### config.mk
export PLATFORM = sky130hd
export DESIGN_NAME = rgb_to_bayer
export DESIGN_NICKNAME = d
export VERILOG_FILES = /design/src/rtl/bayer_pkg.sv /design/src/rtl/axis_skid_buffer.sv /design/src/rtl/rgb_to_bayer.sv
export SDC_FILE = /design/constraint.sdc
export NUM_CORES = 1
export LEC_CHECK = 0
export CORE_AREA = 2 2 63 65
export CTS_CLUSTER_SIZE = 8
export DETAILED_ROUTE_END_ITERATION = 10
export DIE_AREA = 0 0 65 67
export HOLD_SLACK_MARGIN = 0.06
export PLACE_DENSITY = 0.71
export SLEW_MARGIN = 20
export SYNTH_ARGS = -nofsm -noshare
export SYNTH_HDL_FRONTEND = slang
export SYNTH_SLANG_ARGS = --single-unit
### constraint.sdc
create_clock -name clk -period 1.6 [get_ports clk]
set_input_delay 0.24 -clock clk [delete_from_list [all_inputs] [get_ports clk]]
set_output_delay 0.24 -clock clk [all_outputs]
set_load 0.02 [all_outputs]
### src/rtl/bayer_pkg.sv
// Shared Bayer/RGB definitions: CFA phase codes, channel byte lanes, pixel widths
// and the phase-to-channel helper used by the re-mosaic and demosaic paths.
package bayer_pkg;

  localparam int PIX_W   = 8;
  localparam int RGB_W   = 24;
  localparam int COORD_W = 12;

  localparam int LANE_R = 16;
  localparam int LANE_G = 8;
  localparam int LANE_B = 0;

  localparam logic [1:0] BAYER_RGGB = 2'd0;
  localparam logic [1:0] BAYER_GRBG = 2'd1;
  localparam logic [1:0] BAYER_GBRG = 2'd2;
  localparam logic [1:0] BAYER_BGGR = 2'd3;

  typedef enum logic [1:0] {
    CH_R = 2'd0,
    CH_G = 2'd1,
    CH_B = 2'd2
  } chan_e;

  // Bit 0 of the pattern flips column parity, bit 1 flips row parity.
  function automatic chan_e cfa_channel(input logic row_lsb, input logic col_lsb,
                                        input logic [1:0] pattern);
    logic [1:0] ph;
    ph = {row_lsb ^ pattern[1], col_lsb ^ pattern[0]};
    case (ph)
      2'b00:   return CH_R;
      2'b11:   return CH_B;
      default: return CH_G;
    endcase
  endfunction

endpackage

### src/rtl/axis_skid_buffer.sv
// AXI4-Stream output register plus one-entry skid register: 1-cycle latency,
// full throughput, registered upstream ready, payload stable while stalled.
module axis_skid_buffer #(
  parameter int W = 10
) (
  input  logic         clk,
  input  logic         rst,
  input  logic [W-1:0] i_data,
  input  logic         i_valid,
  output logic         o_ready,
  output logic [W-1:0] o_data,
  output logic         o_valid,
  input  logic         i_ready
);

  logic [W-1:0] r_out;
  logic [W-1:0] r_skid;
  logic         r_out_valid;
  logic         r_skid_valid;
  logic         w_in_fire;
  logic         w_out_free;

  assign w_in_fire  = i_valid & ~r_skid_valid;
  assign w_out_free = ~r_out_valid | i_ready;

  // NOTE: sequential state uses non-blocking assignments so every register
  // samples the pre-edge values of its peers.
  always_ff @(posedge clk) begin
    if (rst) begin
      r_out        <= '0;
      r_out_valid  <= 1'b0;
      r_skid_valid <= 1'b0;
    end else if (w_out_free) begin
      if (r_skid_valid) begin
        r_out        <= r_skid;
        r_out_valid  <= 1'b1;
        r_skid_valid <= 1'b0;
      end else begin
        r_out_valid <= w_in_fire;
        if (w_in_fire) r_out <= i_data;
      end
    end else if (w_in_fire) begin
      r_skid_valid <= 1'b1;
    end
  end

  // NOTE: the skid payload is qualified by r_skid_valid, so it needs no reset.
  always_ff @(posedge clk) begin
    if (!w_out_free && w_in_fire) r_skid <= i_data;
  end

  assign o_ready = ~r_skid_valid;
  assign o_data  = r_out;
  assign o_valid = r_out_valid;

endmodule

### src/rtl/rgb_to_bayer.sv
// Re-mosaics 24-bit RGB AXI4-Stream into 8-bit Bayer raw, one pixel per clock.
// Define RGB2BAYER_CHECK_EN to build the sticky line/frame length checker.
module rgb_to_bayer
  import bayer_pkg::*;
#(
  parameter int         NCOLS   = 349,
  parameter int         NROWS   = 349,
  parameter logic [1:0] PATTERN = BAYER_RGGB
) (
  input  logic             clk,
  input  logic             rst,
  input  logic [RGB_W-1:0] s_axis_tdata,
  input  logic             s_axis_tvalid,
  input  logic             s_axis_tuser,
  input  logic             s_axis_tlast,
  output logic             s_axis_tready,
  output logic [PIX_W-1:0] m_axis_tdata,
  output logic             m_axis_tvalid,
  output logic             m_axis_tuser,
  output logic             m_axis_tlast,
  input  logic             m_axis_tready,
  output logic             line_len_err,
  output logic             frame_len_err
);

  logic [COORD_W-1:0] r_col;
  logic [COORD_W-1:0] r_row;
  logic [COORD_W-1:0] w_col;
  logic [COORD_W-1:0] w_row;
  logic               w_s_ready;
  logic               w_in_fire;
  chan_e              w_chan;
  logic [PIX_W-1:0]   w_pix;

  assign s_axis_tready = w_s_ready;
  assign w_in_fire     = s_axis_tvalid & w_s_ready;

  // A start-of-frame beat is itself pixel (0,0), even when it arrives mid-line.
  assign w_col = s_axis_tuser ? '0 : r_col;
  assign w_row = s_axis_tuser ? '0 : r_row;

  always_ff @(posedge clk) begin
    if (rst) begin
      r_col <= '0;
      r_row <= '0;
    end else if (w_in_fire) begin
      if (s_axis_tlast) begin
        r_col <= '0;
        r_row <= w_row + 1'b1;
      end else begin
        r_col <= w_col + 1'b1;
        r_row <= w_row;
      end
    end
  end

  // NOTE: every always_comb output gets a default first so no latch is inferred.
  always_comb begin
    w_chan = cfa_channel(w_row[0], w_col[0], PATTERN);
    w_pix  = s_axis_tdata[LANE_G +: PIX_W];
    case (w_chan)
      CH_R:    w_pix = s_axis_tdata[LANE_R +: PIX_W];
      CH_B:    w_pix = s_axis_tdata[LANE_B +: PIX_W];
      default: ;
    endcase
  end

  axis_skid_buffer #(
    .W(PIX_W + 2)
  ) u_out (
    .clk    (clk),
    .rst    (rst),
    .i_data ({w_pix, s_axis_tuser, s_axis_tlast}),
    .i_valid(s_axis_tvalid),
    .o_ready(w_s_ready),
    .o_data ({m_axis_tdata, m_axis_tuser, m_axis_tlast}),
    .o_valid(m_axis_tvalid),
    .i_ready(m_axis_tready)
  );

`ifdef RGB2BAYER_CHECK_EN
  localparam logic [COORD_W-1:0] NCOLS_W = COORD_W'(NCOLS);
  localparam logic [COORD_W-1:0] NROWS_W = COORD_W'(NROWS);

  logic r_line_err;
  logic r_frame_err;
  logic r_sof_seen;

  // The first SOF after reset has no preceding frame to measure.
  always_ff @(posedge clk) begin
    if (rst) begin
      r_line_err  <= 1'b0;
      r_frame_err <= 1'b0;
      r_sof_seen  <= 1'b0;
    end else if (w_in_fire) begin
      if (s_axis_tlast && (w_col + 1'b1) != NCOLS_W) r_line_err <= 1'b1;
      if (s_axis_tuser) begin
        r_sof_seen <= 1'b1;
        if (r_sof_seen && r_row != NROWS_W) r_frame_err <= 1'b1;
      end
    end
  end

  assign line_len_err  = r_line_err;
  assign frame_len_err = r_frame_err;
`else
  // Geometry only matters to the checker; keep the parameters referenced.
  logic w_unused_geom;
  assign w_unused_geom = ^{NCOLS[0], NROWS[0]};

  assign line_len_err  = 1'b0;
  assign frame_len_err = 1'b0;
`endif

endmodule
==> CHANGELOG.md <==
## Implementation

- Clk root buf: clkbuf_8
- Top area cell types: edfxtp_1 24%, dfxtp_1 23%, nand2b_1 9.1%
- Die Width: 65 um
- Required time of the critical path: 1760 ps
- Unrepaired setup endpoints after global routing: true
- Fin crit share: 1.007
- Post-synth top area cell: edfxtp_1
- DP HPWL: 2401 um
- Clk buf depth: 2
- Vias per Instance: 5.074
- TritonCTS Buffers: 3
- Latency at later pin: 280 ps
- Vias: 1,096
- Crit path arrival time: 1770 ps
- H-tree depth: 1
- Overflow after GRT: 0
- FMAX: 0.6209 GHz
- Detailed Routing Iterations Pass 1: 4
- Critical path, cell by cell: or2b_4 > ha_4 > buf_8 > buf_12 > nand2b_1 > o221ai_2 > o22ai_1
- Hold slack final: 433.8 ps
- Layout area overhead: 54.64%
- Tool warnings: 28
- Violated checks: setup timing
- Crit-path max cell delay: 330 ps
- Power Dens Cells: 858.9 nW/um^2
- Sequential share of the synthesized area: 0.4677
- Core ar.: 3606 sq um
- Crit Path Category: reg -> reg
- Chip area: 4355 sq um
- Status: finished, violations left
- GRT Overall Usage: 0.1728
- Hold buffer count at cts: 0
- Min Tclk post-route: 1610 ps
- First-pass GRT wire length: 5416 um
- Worst slack, placed: -425.5 ps
- Placed cell area: 1717 sq um
- Final hold violation count: 0
- Post-route DRC: 0
- Setup violators final: 4
- Die Y: 67 um
- ANT nets after route: 0
- Layout cells sized above 1: 0.1845
- Iter 0 DRT Violations: 37
- Worst Slack Setup Final: -10.44 ps
==> sequential cells by signal, indices dropped and copies added, names as in the netlist <==
register	count
r_row	1
r_col	1
u_out.r_skid	10
u_out.o_data	10
u_out.o_valid	1
u_out.r_skid_valid	1
==> worst max-delay path: cells and delay by family (launching register included) <==
family                     cells  cell delay [ps]
and+or+nand+nor                2              380
DFF                            1              330
adders and majority gates      1              290
AOI/OAI and AO/OA              2              270
buffers and inverters          2              220
==> area by class of cell <==
class | count | area, sq um
inverter | 4 | 15.01
tap | 48 | 60.06
clock inverter | 1 | 30.03
timing repair buffer | 49 | 493.0
sequential | 24 | 583.1
multi-input combinational | 87 | 696.9
clock buffer | 3 | 41.29
fill | 323 | 1687
==> metal layers <==
metal  share of wire  vias to the layer above  GRT usage
met2            0.52                       35     0.3222
met3           0.055                        5    0.03716
li1                -                      537          -
met4           0.015                        0    0.06649
met1            0.41                      519     0.1902
met5               0                        -          0
==> cells in the final DEF, fill, tap and decap left out, types with 2 or more instances in the layout <==
cell              n
a21oi_1           5
o21a_1            8
nor2_1            3
mux2i_1           2
o22ai_1           8
o21ai_0           2
nand2b_1         15
dfxtp_1          12
ha_4              2
or2_4             2
clkbuf_8          3
inv_1             3
clkdlybuf4s50_1  40
edfxtp_1         10
a211oi_2          2
nand2_1           9
a22o_1            8
o221ai_1          3
nand2b_4          3
conb_1            2
o221ai_2          3
buf_4             5
dfxtp_2           2
o221ai_4          2
==> metrics by stage <==
| step | utilization | TNS [ps] |
|---|---|---|
| 6_report | 0.5323 | -29.27 |
| 5_1_grt | 0.5323 | -501.7 |
| 4_1_cts | 0.5139 | 0 |
| 3_5_place_dp | 0.4761 | -5925 |
| 3_3_place_gp | 0.4761 | -5634 |
| 2_1_floorplan | - | 0 |
==> power by group <==
group	internal [mW]	total, mW	leakage, nW	switching, mW
sequential	0.678	0.697	0.207	0.0186
combinational	0.228	0.411	0.448	0.183
clock	0.335	0.540	0.0357	0.205
total	1.24	1.65	0.691	0.406
==> final timing paths <==
check	start	end	slack (ps)	depth (start not counted)
setup / recovery	r_col[0]	u_out.o_data[3]	-10	7
hold reg to reg	r_col[0]	r_col[0]	460	2
setup reg to reg	r_col[0]	u_out.o_data[3]	-10	7
hold / removal	s_axis_tuser	u_out.r_skid[1]	430	2
==> synthesized netlist by cell type (all sizes together) <==
library cell	instances
o22ai	8
nor3b	1
edfxtp	10
or3	1
o21a	8
inv	4
nand2	9
dfxtp	14
a21oi	5
ha	2
buf	8
mux2i	2
a22o	8
nor3	1
nor2	3
or2	2
and2	2
or2b	2
o221ai	8
clkbuf	1
conb	1
o21ai	2
a211oi	2
nand3	1
nand2b	18
==> cells by family after synthesis <==
group	share of synthesized area
compound gates	0.2500
fa+ha+maj	0.02016
buf+inv	0.05947
flops	0.4677
mux	0.01613
other cells	0.003021
simple gates	0.1835
==> repair_timing <==
item	4_1_cts	5_1_grt
resized	12	8
pin swaps	4	4
setup endpoints to repair	17	9
setup buffers	3	0
Fig. 1: logic cells by family
Drawn at 8 px/um.
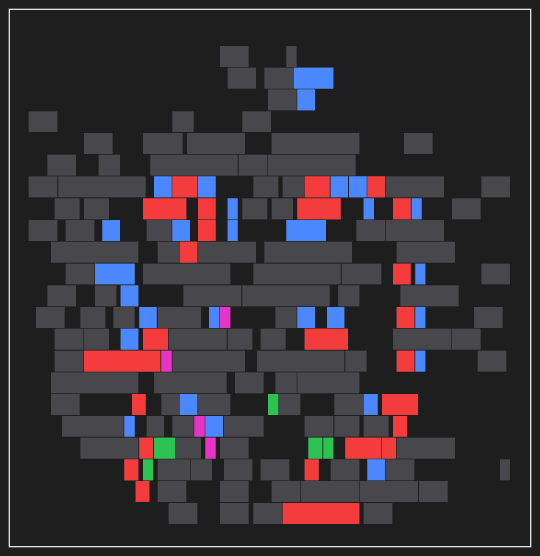
[green] nor cells | cells: 5 | where: bottom center
[red] aoi and oai cells | cells: 25
[magenta] inv cells | cells: 4
[blue] nand cells | cells: 28

Fig. 2: routing congestion map
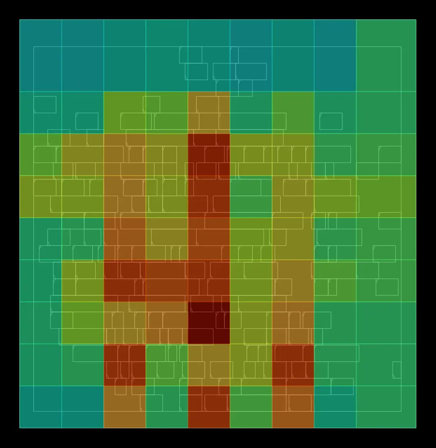
Most Crowded Layer GR: met2
final core occ: 0.5323

Fig. 3: layout detail
Region (12, 27) to (52, 67) um. Cells in gray, sequential cells in the stronger gray; small squares are vias.
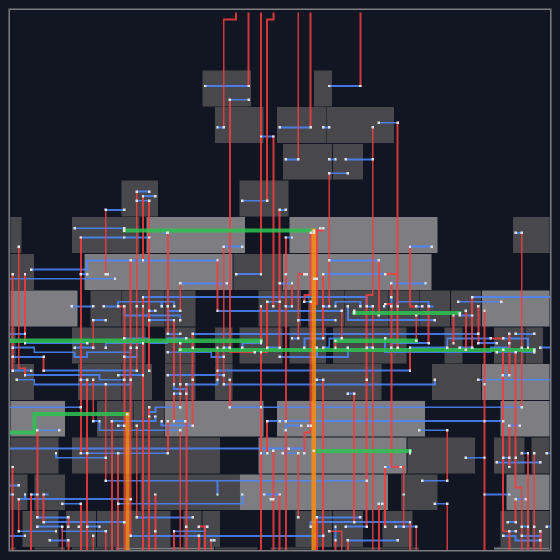
[blue] M1
[red] M2
[orange] M4
[green] M3
netlist names of flops here include: `u_out.r_skid` (6), `u_out.o_data` (5)
sequential cells in the window: 11
cells with their middle in the window: 69
most frequent: nand2b_1 (11), clkdlybuf4s50_1 (8)

Fig. 4: wires at chosen ports, followed through buffers
Drawn at 8 px/um.
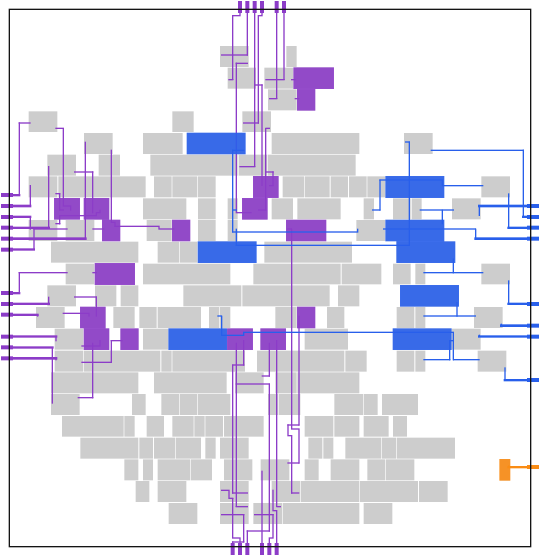
[orange] `line_len_err` | bits: 1 | direction: output | end cells: 1 | wire: 2.40 um
[blue] `m_axis_tdata` | bits: 8 | direction: output | end cells: 8 | wire: 223 um
[purple] `s_axis_tdata` | bits: 24 | direction: input | end cells: 16 | wire: 502 um

Power figures rest on the tool's default switching activity, not on a simulated workload.
